$ cat src/rtl/data_demux_buffered_if.sv
// Bundle for the buffered 1:2 demux: the producer-side input stream plus the
// two consumer-side output channels with their occupancy levels.
interface data_demux_buffered_if #(
  parameter int WIDTH = 32,
  parameter int DEPTH = 2
);
  localparam int LW = $clog2(DEPTH) + 1;

  logic [WIDTH-1:0] InData;
  logic             InValid;
  logic             Selector;
  logic             InReady;

  logic [WIDTH-1:0] Output0;
  logic             Output0Valid;
  logic             Output0Ready;
  logic [WIDTH-1:0] Output1;
  logic             Output1Valid;
  logic             Output1Ready;

  logic [LW-1:0]    Level0;
  logic [LW-1:0]    Level1;

  // Environment side: producer and both consumers.
  modport master (
    output InData, InValid, Selector, Output0Ready, Output1Ready,
    input  InReady, Output0, Output0Valid, Output1, Output1Valid, Level0, Level1
  );

  // Demux side.
  modport slave (
    input  InData, InValid, Selector, Output0Ready, Output1Ready,
    output InReady, Output0, Output0Valid, Output1, Output1Valid, Level0, Level1
  );
endinterface

$ cat src/rtl/data_demux_buffered.sv
// Routes one input word stream to one of two output channels, each buffered by
// its own small FIFO so a stalled consumer does not block the other channel.
module data_demux_buffered #(
  parameter int WIDTH = 32,
  parameter int DEPTH = 2
) (
  input  logic                  clk,
  input  logic                  reset_n,
  data_demux_buffered_if.slave  bus
);
  localparam int AW = (DEPTH > 1) ? $clog2(DEPTH) : 1;
  localparam int LW = $clog2(DEPTH) + 1;
  localparam logic [LW-1:0] FULL = LW'(DEPTH);

  logic [WIDTH-1:0] mem    [2][DEPTH];
  logic [AW-1:0]    wr_ptr [2];
  logic [AW-1:0]    rd_ptr [2];
  logic [LW-1:0]    level  [2];

  logic [1:0] out_ready;
  logic [1:0] push;
  logic [1:0] pop;
  logic [1:0] not_full;

  assign out_ready = {bus.Output1Ready, bus.Output0Ready};

  // A full channel refuses input even while draining; this keeps the consumer
  // ready signals off the combinational path to InReady.
  always_comb begin
    push = '0;
    pop  = '0;
    for (int c = 0; c < 2; c++) begin
      not_full[c] = (level[c] < FULL);
      pop[c]      = (level[c] != '0) && out_ready[c];
    end
    bus.InReady = bus.Selector ? not_full[1] : not_full[0];
    if (bus.InValid && bus.InReady) push[bus.Selector] = 1'b1;
  end

  // NOTE: storage carries no reset; the pointers and levels alone define which
  // entries are live, so clearing them empties the FIFO.
  always_ff @(posedge clk) begin
    for (int c = 0; c < 2; c++)
      if (push[c]) mem[c][wr_ptr[c]] <= bus.InData;
  end

  // DEPTH is a power of two, so the natural pointer wrap is modulo DEPTH.
  always_ff @(posedge clk) begin
    if (!reset_n) begin
      for (int c = 0; c < 2; c++) begin
        wr_ptr[c] <= '0;
        rd_ptr[c] <= '0;
        level[c]  <= '0;
      end
    end else begin
      for (int c = 0; c < 2; c++) begin
        if (push[c]) wr_ptr[c] <= wr_ptr[c] + AW'(1);
        if (pop[c])  rd_ptr[c] <= rd_ptr[c] + AW'(1);
        case ({push[c], pop[c]})
          2'b10:   level[c] <= level[c] + LW'(1);
          2'b01:   level[c] <= level[c] - LW'(1);
          default: level[c] <= level[c];
        endcase
      end
    end
  end

  // Empty channels drive zero, matching the mux's default output.
  assign bus.Output0Valid = (level[0] != '0);
  assign bus.Output1Valid = (level[1] != '0);
  assign bus.Output0      = bus.Output0Valid ? mem[0][rd_ptr[0]] : '0;
  assign bus.Output1      = bus.Output1Valid ? mem[1][rd_ptr[1]] : '0;
  assign bus.Level0       = level[0];
  assign bus.Level1       = level[1];

endmodule

$ cat src/flat_wrapper.sv
// flat-port wrapper written by rule: the top's interface ports become plain ports
module data_demux_buffered_flat 
#(
  parameter int WIDTH = 32,
  parameter int DEPTH = 2
)
  (clk, reset_n, bus_InData, bus_InValid, bus_Selector, bus_Output0Ready, bus_Output1Ready, bus_InReady, bus_Output0, bus_Output0Valid, bus_Output1, bus_Output1Valid, bus_Level0, bus_Level1);
  data_demux_buffered_if #(.WIDTH(WIDTH), .DEPTH(DEPTH)) bus_i ();
  input  logic clk;
  input  logic reset_n;
  input wire logic [$bits(bus_i.InData)-1:0] bus_InData;
  input wire logic [$bits(bus_i.InValid)-1:0] bus_InValid;
  input wire logic [$bits(bus_i.Selector)-1:0] bus_Selector;
  input wire logic [$bits(bus_i.Output0Ready)-1:0] bus_Output0Ready;
  input wire logic [$bits(bus_i.Output1Ready)-1:0] bus_Output1Ready;
  output wire logic [$bits(bus_i.InReady)-1:0] bus_InReady;
  output wire logic [$bits(bus_i.Output0)-1:0] bus_Output0;
  output wire logic [$bits(bus_i.Output0Valid)-1:0] bus_Output0Valid;
  output wire logic [$bits(bus_i.Output1)-1:0] bus_Output1;
  output wire logic [$bits(bus_i.Output1Valid)-1:0] bus_Output1Valid;
  output wire logic [$bits(bus_i.Level0)-1:0] bus_Level0;
  output wire logic [$bits(bus_i.Level1)-1:0] bus_Level1;
  assign bus_i.InData = bus_InData;
  assign bus_i.InValid = bus_InValid;
  assign bus_i.Selector = bus_Selector;
  assign bus_i.Output0Ready = bus_Output0Ready;
  assign bus_i.Output1Ready = bus_Output1Ready;
  assign bus_InReady = bus_i.InReady;
  assign bus_Output0 = bus_i.Output0;
  assign bus_Output0Valid = bus_i.Output0Valid;
  assign bus_Output1 = bus_i.Output1;
  assign bus_Output1Valid = bus_i.Output1Valid;
  assign bus_Level0 = bus_i.Level0;
  assign bus_Level1 = bus_i.Level1;
  data_demux_buffered #(.WIDTH(WIDTH), .DEPTH(DEPTH)) u_core (.clk(clk), .reset_n(reset_n), .bus(bus_i));
endmodule
$ cat config.mk
export PLATFORM = sky130hd
export DESIGN_NAME = data_demux_buffered_flat
export DESIGN_NICKNAME = d
export VERILOG_FILES = /design/src/rtl/data_demux_buffered_if.sv /design/src/rtl/data_demux_buffered.sv /design/src/flat_wrapper.sv
export SDC_FILE = /design/constraint.sdc
export NUM_CORES = 1
export LEC_CHECK = 0
export CORE_MARGIN = 1.5
export CORE_UTILIZATION = 46
export DETAILED_ROUTE_END_ITERATION = 6
export PLACE_DENSITY_LB_ADDON = 0.08
export SETUP_SLACK_MARGIN = 0.3
export SLEW_MARGIN = 20
export SYNTH_ARGS = -nofsm -noshare
export SYNTH_HDL_FRONTEND = slang
export SYNTH_SLANG_ARGS = --single-unit
$ cat constraint.sdc
create_clock -name clk -period 3.4 [get_ports clk]
set_clock_uncertainty 0.2 [all_clocks]
set_input_delay 1.02 -clock clk [delete_from_list [all_inputs] [get_ports clk]]
set_output_delay 1.02 -clock clk [all_outputs]
set_load 0.01 [all_outputs]
Fig. 1: run 1, I/O pins on the die edge
Pins as bars across the die edge, other pins in grey.
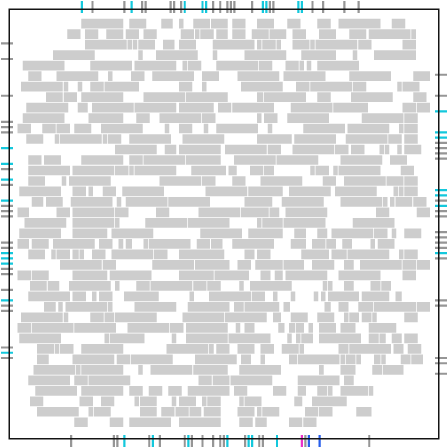
legend:
  `bus_Output1Ready`:
    colour: magenta
    pins: 1
    direction: input
    edge: bottom
  `bus_Output0`:
    colour: cyan
    pins: 32
    direction: output
    edge: 9 left, 9 top, 7 right, 7 bottom
  `bus_Level1`:
    colour: blue
    pins: 2
    direction: output
    edge: bottom
all pins by edge: 29 left, 28 top, 26 right, 26 bottom

Fig. 2: run 1, clock distribution
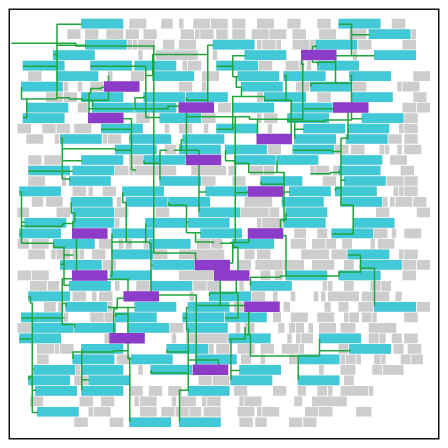
legend:
  flip-flops:
    colour: cyan
    count: 136
  clock wires:
    colour: green
    length: 1480 µm
  clock drivers:
    colour: purple
    count: 17
flops lie: widely spread
routed clock nets: 18

Fig. 3: run 1, signal wires by layer
Scale bar: 20 µm.
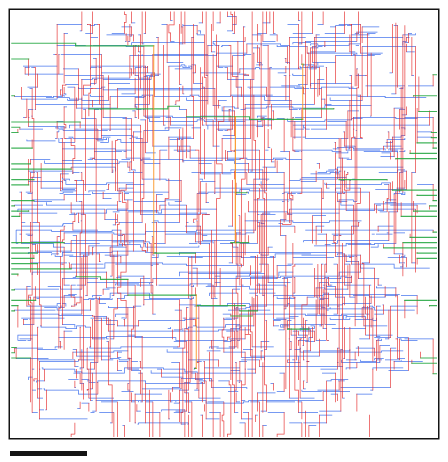
legend:
  metal 3:
    colour: green
    wire_length: 469 µm
  metal 2:
    colour: red
    wire_length: 5750 µm
  metal 1:
    colour: blue
    wire_length: 5120 µm
  metal 4:
    colour: orange
    wire_length: 120 µm
GRT Total Usage: 0.190
WL final: 11500 µm

Fig. 4: run 1, cell outlines without signal wires
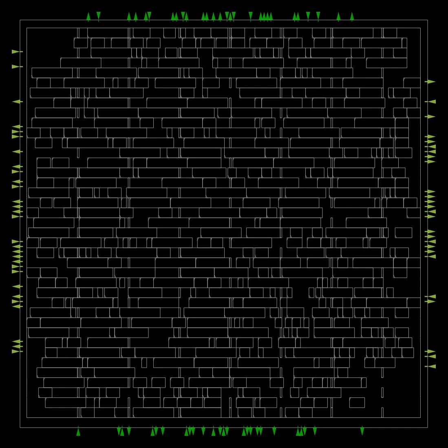
core area: 11400 µm²
Seq cells: 136
final core utilization: 0.676
FP Rows: 39
# fillers: 860

==> job_summary.md, run 1 <==
### Yosys + OpenROAD results

| Metric | Value |
|---|---|
| Status | `completed` |
| RSZ-0062 raised after global routing | `true` |
| CP max FO | `10` |
| Setup crit start kind | `flop` |
| Post-cts hold-fix buffer tally | `0` |
| Highest routed layer | `met4` |
| PnR Total Power | `4.82 mW` |
| Worst r2r src | `u_core.level[1][0]` |
| Crit path depth | `4` |
| Hold path cells | `1` |
| Hold Worst Slack | `0.465 ns` |
| Top cells by count | `edfxtp_1 (136), nor2_1 (73), mux2i_1 (64), inv_1 (10), buf_2 (7)` |
| Complex Gates by Area | `0.00887` |
| Mapped Cells | `329` |
| Sequential power | `1.98 mW` |
| CP arrival | `1.89 ns` |
| IO buf count | `108` |
| Critical path cell sequence | `buf_12, mux2i_1, nor2_1, clkdlybuf4s50_1` |
| GP Congestion | `0.699` |
| DP Worst Slack | `-0.255 ns` |
| I/O pin count | `109` |
| Cell total after placement | `582` |
| Most frequent cells in the layout | `edfxtp_1 (136), nor2_1 (68), mux2i_1 (64)` |
| Most common cell after layout, fill and taps aside | `edfxtp_1` |
| Multi-input comb cells | `167` |
| Worst path max stage delay | `0.55 ns` |
| Crit-path slowest cell | `clkdlybuf4s50_1` |
| # Taps | `143` |
| Mux cell area share after synthesis | `0.122` |
| Post-layout min period | `3.11 ns` |
| Post-Syn Nets | `372` |
| M1 GR Usage | `0.246` |
| Root Buffer | `clkbuf_16` |
| P_comb | `1.05 mW` |
| CTS Buf Count | `17` |
| GR Util met3 | `0.0514` |
| Final ANT Viol Nets | `0` |
| Log Warnings | `31` |
| Signal buf overhead | `0.208` |
| Largest net degree at the start of global routing | `33` |
| Syn Std Cell Area | `5360 µm²` |
| Logic share of the area | `0.156` |
| Global-route wire length before repair | `17500 µm` |
| Area after DPL | `6790 µm²` |
| Delay-heaviest family, CP | `buffers and inverters` |
| Combinational Power Share | `0.218` |
| Wire length on met2 | `5750 µm` |
| Met2 Usage GRT | `0.311` |
| Post-Layout Inst Area | `7680 µm²` |
| Die area | `12300 µm²` |
| Initial antenna violation count | `0` |
| R2r endpoint | `u_core.level[1][1]` |
| Latency at later pin | `0.40 ns` |
| Metal3 WL | `469 µm` |
| Final net count | `518` |
| Post-layout period usage | `0.915` |
| Wire per inst | `18.2 µm` |
| Die width | `111 µm` |
| Cell Pwr Density | `628 nW/µm²` |
| R2R depth | `8` |
| Final Hold Vio Count | `0` |
| Worst hold start | `u_core.wr_ptr[0][0]` |
| Layout area overhead | `43.3%` |
| Syn Area/Cell | `16.3 µm²` |
| CTS tree | `built` |
| Post-DP HPWL | `6740 µm` |
| CP required | `2.18 ns` |
| P_clk | `1.79 mW` |
| Simple share | `0.0681` |
| Fp_density | `0.472` |
| End point of the critical path | `bus_Output0[2]` |
| Worst reg2reg setup slack | `0.92 ns` |
| Synth area leader | `edfxtp_1` |
| Plain + repair buffers | `143` |
| Worst VDD drop | `0.387 mV` |
| Clock transition at the registers of the reported paths | `0.06 ns` |
| Max-cap viol count | `0` |
| Cells in synth_stat.txt | `329` |
| MI comb area | `1200 µm²` |
| Slew @ Worst Pin | `0.456 ns` |
| Area share, top type | `0.762` |
| NetSw | `1.19 mW` |
| Inverters | `10` |
| Routed vias | `3179` |
| Finished Layout Cells | `631` |
| Fmax | `322 MHz` |
| DR vias/cell | `5.04` |
| Largest cell class | `sequential cells` |
| Clock power frac | `0.371` |
| XOR Share, Synth | `0.00420` |
| Top pwr grp | `sequential cells` |
| CTS-repair resized insts | `18` |
| Slew HR | `0.694` |
| Top_reg_cell synth | `edfxtp_1` |
| Hold endpoint | `u_core.wr_ptr[0][0]` |
| Leak pwr | `3.34 nW` |
| Int Pwr | `3.64 mW` |
| YS chip area | `5360 µm²` |
| Max Buffers Root-to-Sink | `2` |
| Worst setup EP type | `primary output` |
| Unique cell types | `23` |
| Number of global-route vias before repair | `3244` |
| Crit. Startpoint | `u_core.rd_ptr[0][0]` |
| Wl on met1 | `5120 µm` |
| Drt first pass iters | `4` |
| Final setup viols | `0` |
| Synth Warn # | `0` |
| Comb area leader | `multiplexers` |
| Layout cells sized above 1 | `0.152` |
| Final global-route overflow total | `0` |
| Drt first-iter violations | `109` |
| Post-route setup slack | `0.290 ns` |
==> inputs of run 2 (changes only) <==
--- a/config.mk
+++ b/config.mk
@@ -6,10 +6,11 @@
 export NUM_CORES = 1
 export LEC_CHECK = 0
 export CORE_MARGIN = 1.5
-export CORE_UTILIZATION = 46
+export CORE_UTILIZATION = 48
 export DETAILED_ROUTE_END_ITERATION = 6
 export PLACE_DENSITY_LB_ADDON = 0.08
 export SETUP_SLACK_MARGIN = 0.3
+export SKIP_LAST_GASP = 1
 export SLEW_MARGIN = 20
 export SYNTH_ARGS = -nofsm -noshare
 export SYNTH_HDL_FRONTEND = slang
==> constraint.sdc (replaced) <==
create_clock -name clk -period 3.9 [get_ports clk]
set_clock_uncertainty 0.2 [all_clocks]
set_input_delay 1.17 -clock clk [delete_from_list [all_inputs] [get_ports clk]]
set_output_delay 1.17 -clock clk [all_outputs]
set_load 0.01 [all_outputs]
Fig. 5: run 2, signal wires by layer
Scale bar: 20 µm.
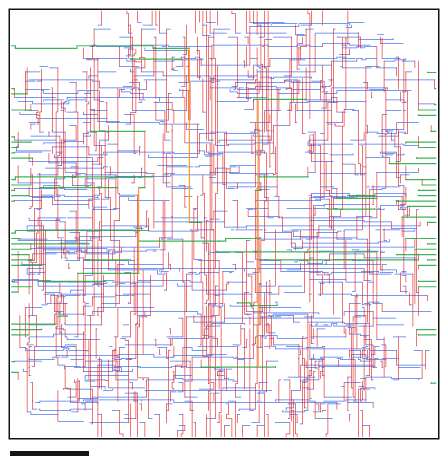
legend:
  metal 4:
    colour: orange
    wire_length: 134 µm
  metal 3:
    colour: green
    wire_length: 661 µm
  metal 1:
    colour: blue
    wire_length: 4460 µm
  metal 2:
    colour: red
    wire_length: 5090 µm

Fig. 6: run 2, clock distribution
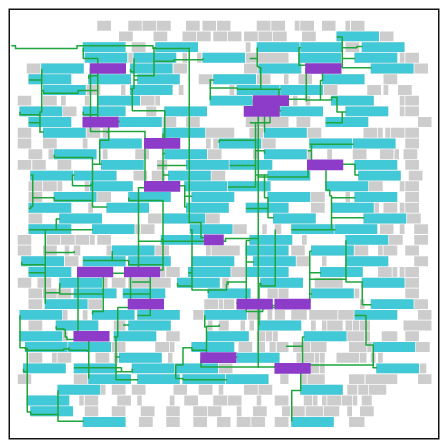
legend:
  flip-flops:
    colour: cyan
    count: 136
  clock wires:
    colour: green
    length: 1480 µm
  clock drivers:
    colour: purple
    count: 17
flops lie: widely spread
Clock power frac: 0.374
P_clk: 1.53 mW
Latency at later pin: 0.51 ns

Fig. 7: run 2, nets reached from selected ports
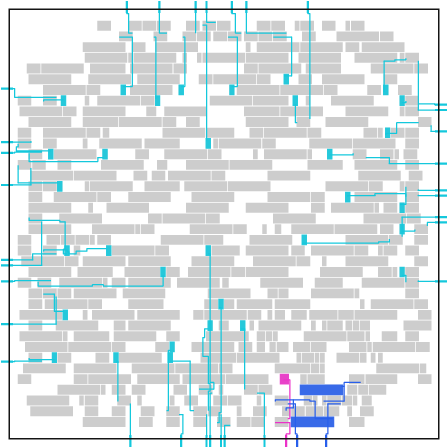
legend:
  `bus_Level1`:
    colour: blue
    direction: output
    edge: bottom
    end_cells: 2
    buffers: 2
    wire: 61.6 µm
  `bus_Output0`:
    colour: cyan
    direction: output
    edge: 9 right, 9 left, 7 top, 7 bottom
    end_cells: 32
    buffers: 32
    wire: 808 µm
  `bus_Output1Ready`:
    colour: magenta
    direction: input
    edge: bottom
    end_cells: 1
    buffers: 1
    wire: 20.0 µm
IO buf count: 108
I/O pin count: 109

==> job_summary.md, run 2 <==
### Yosys + OpenROAD results

| Metric | Value |
|---|---|
| Status | `completed` |
| Initial antenna violation count | `0` |
| Logic share of the area | `0.161` |
| Crit-path slowest cell | `clkdlybuf4s50_1` |
| YS chip area | `5360 µm²` |
| Synth area leader | `edfxtp_1` |
| Global-route wire length before repair | `16200 µm` |
| Cells in synth_stat.txt | `329` |
| DR vias/cell | `5.01` |
| Area after DPL | `6710 µm²` |
| Critical path cell sequence | `inv_1, ha_1, buf_6, nor2_1, clkdlybuf4s50_1` |
| FP Rows | `38` |
| Final setup viols | `0` |
| GP Congestion | `0.698` |
| Slew HR | `0.702` |
| Plain + repair buffers | `122` |
| Number of global-route vias before repair | `3099` |
| Cell total after placement | `574` |
| R2r endpoint | `u_core.level[1][1]` |
| WL final | `10300 µm` |
| GRT Total Usage | `0.191` |
| Log Warnings | `30` |
| Int Pwr | `3.10 mW` |
| Worst hold start | `u_core.level[1][0]` |
| Largest net degree at the start of global routing | `35` |
| Wire length on met2 | `5090 µm` |
| Final global-route overflow total | `0` |
| Highest routed layer | `met4` |
| PnR Total Power | `4.11 mW` |
| Mux cell area share after synthesis | `0.122` |
| R2R depth | `8` |
| Multi-input comb cells | `167` |
| P_comb | `0.846 mW` |
| DP Worst Slack | `-0.0525 ns` |
| CP arrival | `2.13 ns` |
| Post-layout min period | `3.50 ns` |
| Simple share | `0.0681` |
| Max Buffers Root-to-Sink | `2` |
| Clock transition at the registers of the reported paths | `0.06 ns` |
| MI comb area | `1180 µm²` |
| Comb area leader | `multiplexers` |
| # fillers | `798` |
| Final Hold Vio Count | `0` |
| CTS tree | `built` |
| Syn Area/Cell | `16.3 µm²` |
| Final ANT Viol Nets | `0` |
| Delay-heaviest family, CP | `buffers and inverters` |
| Setup crit start kind | `flop` |
| Combinational Power Share | `0.206` |
| Hold path cells | `1` |
| CTS Buf Count | `17` |
| Post-Syn Nets | `372` |
| Drt first-iter violations | `145` |
| NetSw | `1.00 mW` |
| Worst reg2reg setup slack | `1.50 ns` |
| Largest cell class | `sequential cells` |
| Post-layout period usage | `0.899` |
| Max-cap viol count | `0` |
| Syn Std Cell Area | `5360 µm²` |
| Root Buffer | `clkbuf_8` |
| CTS-repair resized insts | `3` |
| Most common cell after layout, fill and taps aside | `edfxtp_1` |
| Signal buf overhead | `0.172` |
| Final net count | `497` |
| Die width | `109 µm` |
| Top cells by count | `edfxtp_1 (136), nor2_1 (73), mux2i_1 (64), inv_1 (10), buf_2 (7)` |
| Post-Layout Inst Area | `7310 µm²` |
| Worst r2r src | `u_core.level[1][0]` |
| RSZ-0062 raised after global routing | `true` |
==> inputs of run 3 (changes only) <==
--- a/config.mk
+++ b/config.mk
@@ -8,6 +8,8 @@
 export CORE_MARGIN = 1.5
 export CORE_UTILIZATION = 48
 export DETAILED_ROUTE_END_ITERATION = 6
+export GPL_TIMING_DRIVEN = 1
+export HOLD_SLACK_MARGIN = 0.03
 export PLACE_DENSITY_LB_ADDON = 0.08
 export SETUP_SLACK_MARGIN = 0.3
 export SKIP_LAST_GASP = 1
Fig. 8: run 3, I/O pins on the die edge
Pins as bars across the die edge, other pins in grey.
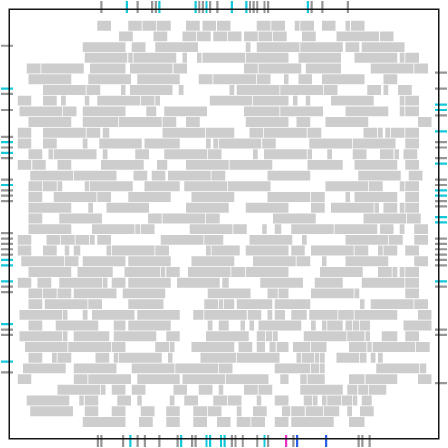
legend:
  `bus_Level1`:
    colour: blue
    pins: 2
    direction: output
    edge: bottom
  `bus_Output0`:
    colour: cyan
    pins: 32
    direction: output
    edge: 9 right, 9 left, 7 top, 7 bottom
  `bus_Output1Ready`:
    colour: magenta
    pins: 1
    direction: input
    edge: bottom
all pins by edge: 29 right, 29 left, 28 bottom, 23 top
die height: 109 µm
die width: 109 µm

Fig. 9: run 3, cell outlines without signal wires
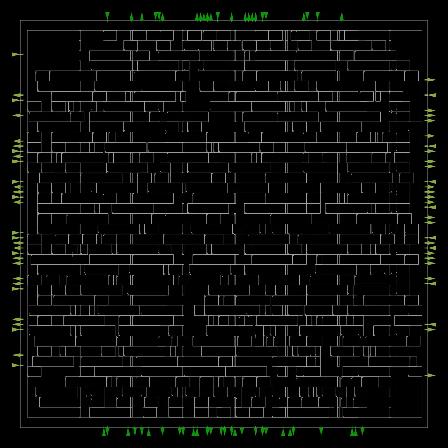
register share of the cell area: 0.559
# Taps: 140

Fig. 10: run 3, signal wires by layer
Scale bar: 20 µm.
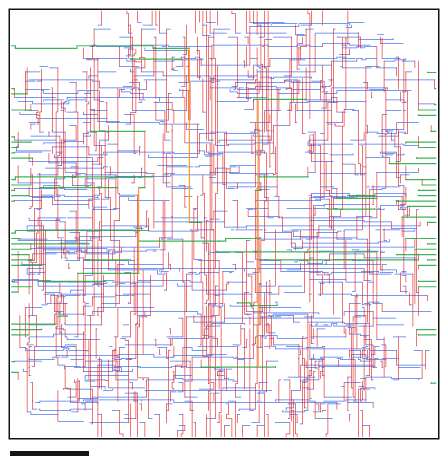
legend:
  metal 3:
    colour: green
    wire_length: 661 µm
  metal 4:
    colour: orange
    wire_length: 134 µm
  metal 2:
    colour: red
    wire_length: 5090 µm
  metal 1:
    colour: blue
    wire_length: 4460 µm
wire per inst: 17.0 µm
WL final: 10300 µm
routed vias: 3041
GRT Total Usage: 0.191

==> job_summary.md, run 3 <==
### Yosys + OpenROAD results

| Metric | Value |
|---|---|
| Cell Pwr Density | `561 nW/µm²` |
| Final ANT Viol Nets | `0` |
| Max Buffers Root-to-Sink | `2` |
| Yosys top cell by instances | `edfxtp_1` |
| Fp_density | `0.493` |
| CTS-repair resized insts | `3` |
| Hold/Removal Path Class | `flop to flop` |
| End point of the critical path | `bus_Output1[1]` |
| Worst r2r src | `u_core.level[1][0]` |
| Final global-route overflow total | `0` |
| Final Hold Vio Count | `0` |
| Comb area leader | `multiplexers` |
| Post-cts hold-fix buffer tally | `0` |
| Layout cells sized above 1 | `0.111` |
| Complex Gates by Area | `0.00887` |
| Simple share | `0.0681` |
| Log Warnings | `30` |
| Sequential area share after synthesis | `0.762` |
| Slew HR | `0.702` |
| Post-layout period usage | `0.899` |
| Crit. Startpoint | `u_core.level[1][0]` |
| Cell total after placement | `574` |
| Adder share | `0.0117` |
| Clock power frac | `0.374` |
| Top_reg_cell synth | `edfxtp_1` |
| Seq cells | `136` |
| Largest net degree at the start of global routing | `35` |
| Global-route wire length before repair | `16200 µm` |
| Worst reg2reg setup slack | `1.50 ns` |
| P_clk | `1.53 mW` |
| Root Buffer | `clkbuf_8` |
| Post-Syn Nets | `372` |
| R2r endpoint | `u_core.level[1][1]` |
| I/O pin count | `109` |
| Combinational Power Share | `0.206` |
| Status | `completed` |
| Syn Std Cell Area | `5360 µm²` |
| Leak pwr | `2.63 nW` |
| Number of global-route vias before repair | `3099` |
| Syn Area/Cell | `16.3 µm²` |
| Signal buf overhead | `0.172` |
| Post-layout min period | `3.50 ns` |
| Setup crit start kind | `flop` |
| Post-Layout Inst Area | `7310 µm²` |
| Max-cap viol count | `0` |
| Hold path cells | `1` |
| CP required | `2.53 ns` |
| MI comb area | `1180 µm²` |
| Initial antenna violation count | `0` |
| DR vias/cell | `5.01` |
| NetSw | `1.00 mW` |
| Crit path depth | `5` |
| DRC viols | `0` |
| Crit-path slowest cell | `clkdlybuf4s50_1` |
| Logic share of the area | `0.161` |
| Clk cell area share | `0.0787` |
| GR Util met3 | `0.0526` |
| CP max FO | `34` |
| XOR Share, Synth | `0.00420` |
| RSZ-0062 raised after global routing | `true` |
| Drt first pass iters | `4` |
| Drt first-iter violations | `145` |
| Die area | `11800 µm²` |
| Delay-heaviest family, CP | `buffers and inverters` |
| Met2 Usage GRT | `0.304` |
| Finished Layout Cells | `607` |
| CTS Buf Count | `17` |
| Top cells by count | `edfxtp_1 (136), nor2_1 (73), mux2i_1 (64), inv_1 (10), buf_2 (7)` |
| Most common cell after layout, fill and taps aside | `edfxtp_1` |
| # fillers | `798` |
| Largest cell class | `sequential cells` |
| R2R depth | `8` |
| CP arrival | `2.13 ns` |
| Clock transition at the registers of the reported paths | `0.06 ns` |
| Mapped Cells | `329` |
| Highest routed layer | `met4` |
| Top pwr grp | `sequential cells` |
| Hold Worst Slack | `0.400 ns` |
| Worst path max stage delay | `0.57 ns` |
| Multi-input comb cells | `167` |
| Hold endpoint | `u_core.level[1][0]` |
| Fmax | `285 MHz` |
| Core area | `10900 µm²` |
| GP Congestion | `0.698` |
| Most frequent cells in the layout | `edfxtp_1 (136), clkdlybuf4s50_1 (106), nor2_1 (69)` |
| Max reg flops | `128` |
| PnR Total Power | `4.11 mW` |
| H-tree levels | `4` |
| Unique cell types | `23` |
| Latency at later pin | `0.51 ns` |
| Slew @ Worst Pin | `0.445 ns` |
| Post-DP HPWL | `6320 µm` |
| Seq. cell area | `4080 µm²` |
| Synth Warn # | `0` |
| M1 GR Usage | `0.249` |
| Wire length on met2 | `5090 µm` |
| P_comb | `0.846 mW` |
| Sequential power | `1.73 mW` |
| Critical path cell sequence | `inv_1, ha_1, buf_6, nor2_1, clkdlybuf4s50_1` |
| DP Worst Slack | `-0.0525 ns` |
| FP Rows | `38` |
| Cells in synth_stat.txt | `329` |
| YS chip area | `5360 µm²` |
| Int Pwr | `3.10 mW` |
| Mux cell area share after synthesis | `0.122` |
| Synth area leader | `edfxtp_1` |
| Seq cells post-synth | `136` |
| Switching share of power | `0.244` |
| Final setup viols | `0` |
| Worst VDD drop | `0.358 mV` |
| Metal3 WL | `660 µm` |
| Antenna cells | `0` |
| Area share, top type | `0.762` |
| Worst setup EP type | `primary output` |
| Area after DPL | `6710 µm²` |
| Final net count | `497` |
| Wl on met1 | `4460 µm` |
| Inverters | `10` |
| CTS tree | `built` |
| Worst hold start | `u_core.level[1][0]` |
| Final core utilization | `0.672` |
| Plain + repair buffers | `122` |
| Post-route setup slack | `0.395 ns` |
| IO buf count | `108` |
| Layout area overhead | `36.4%` |
Power and IR drop assume default switching activity.
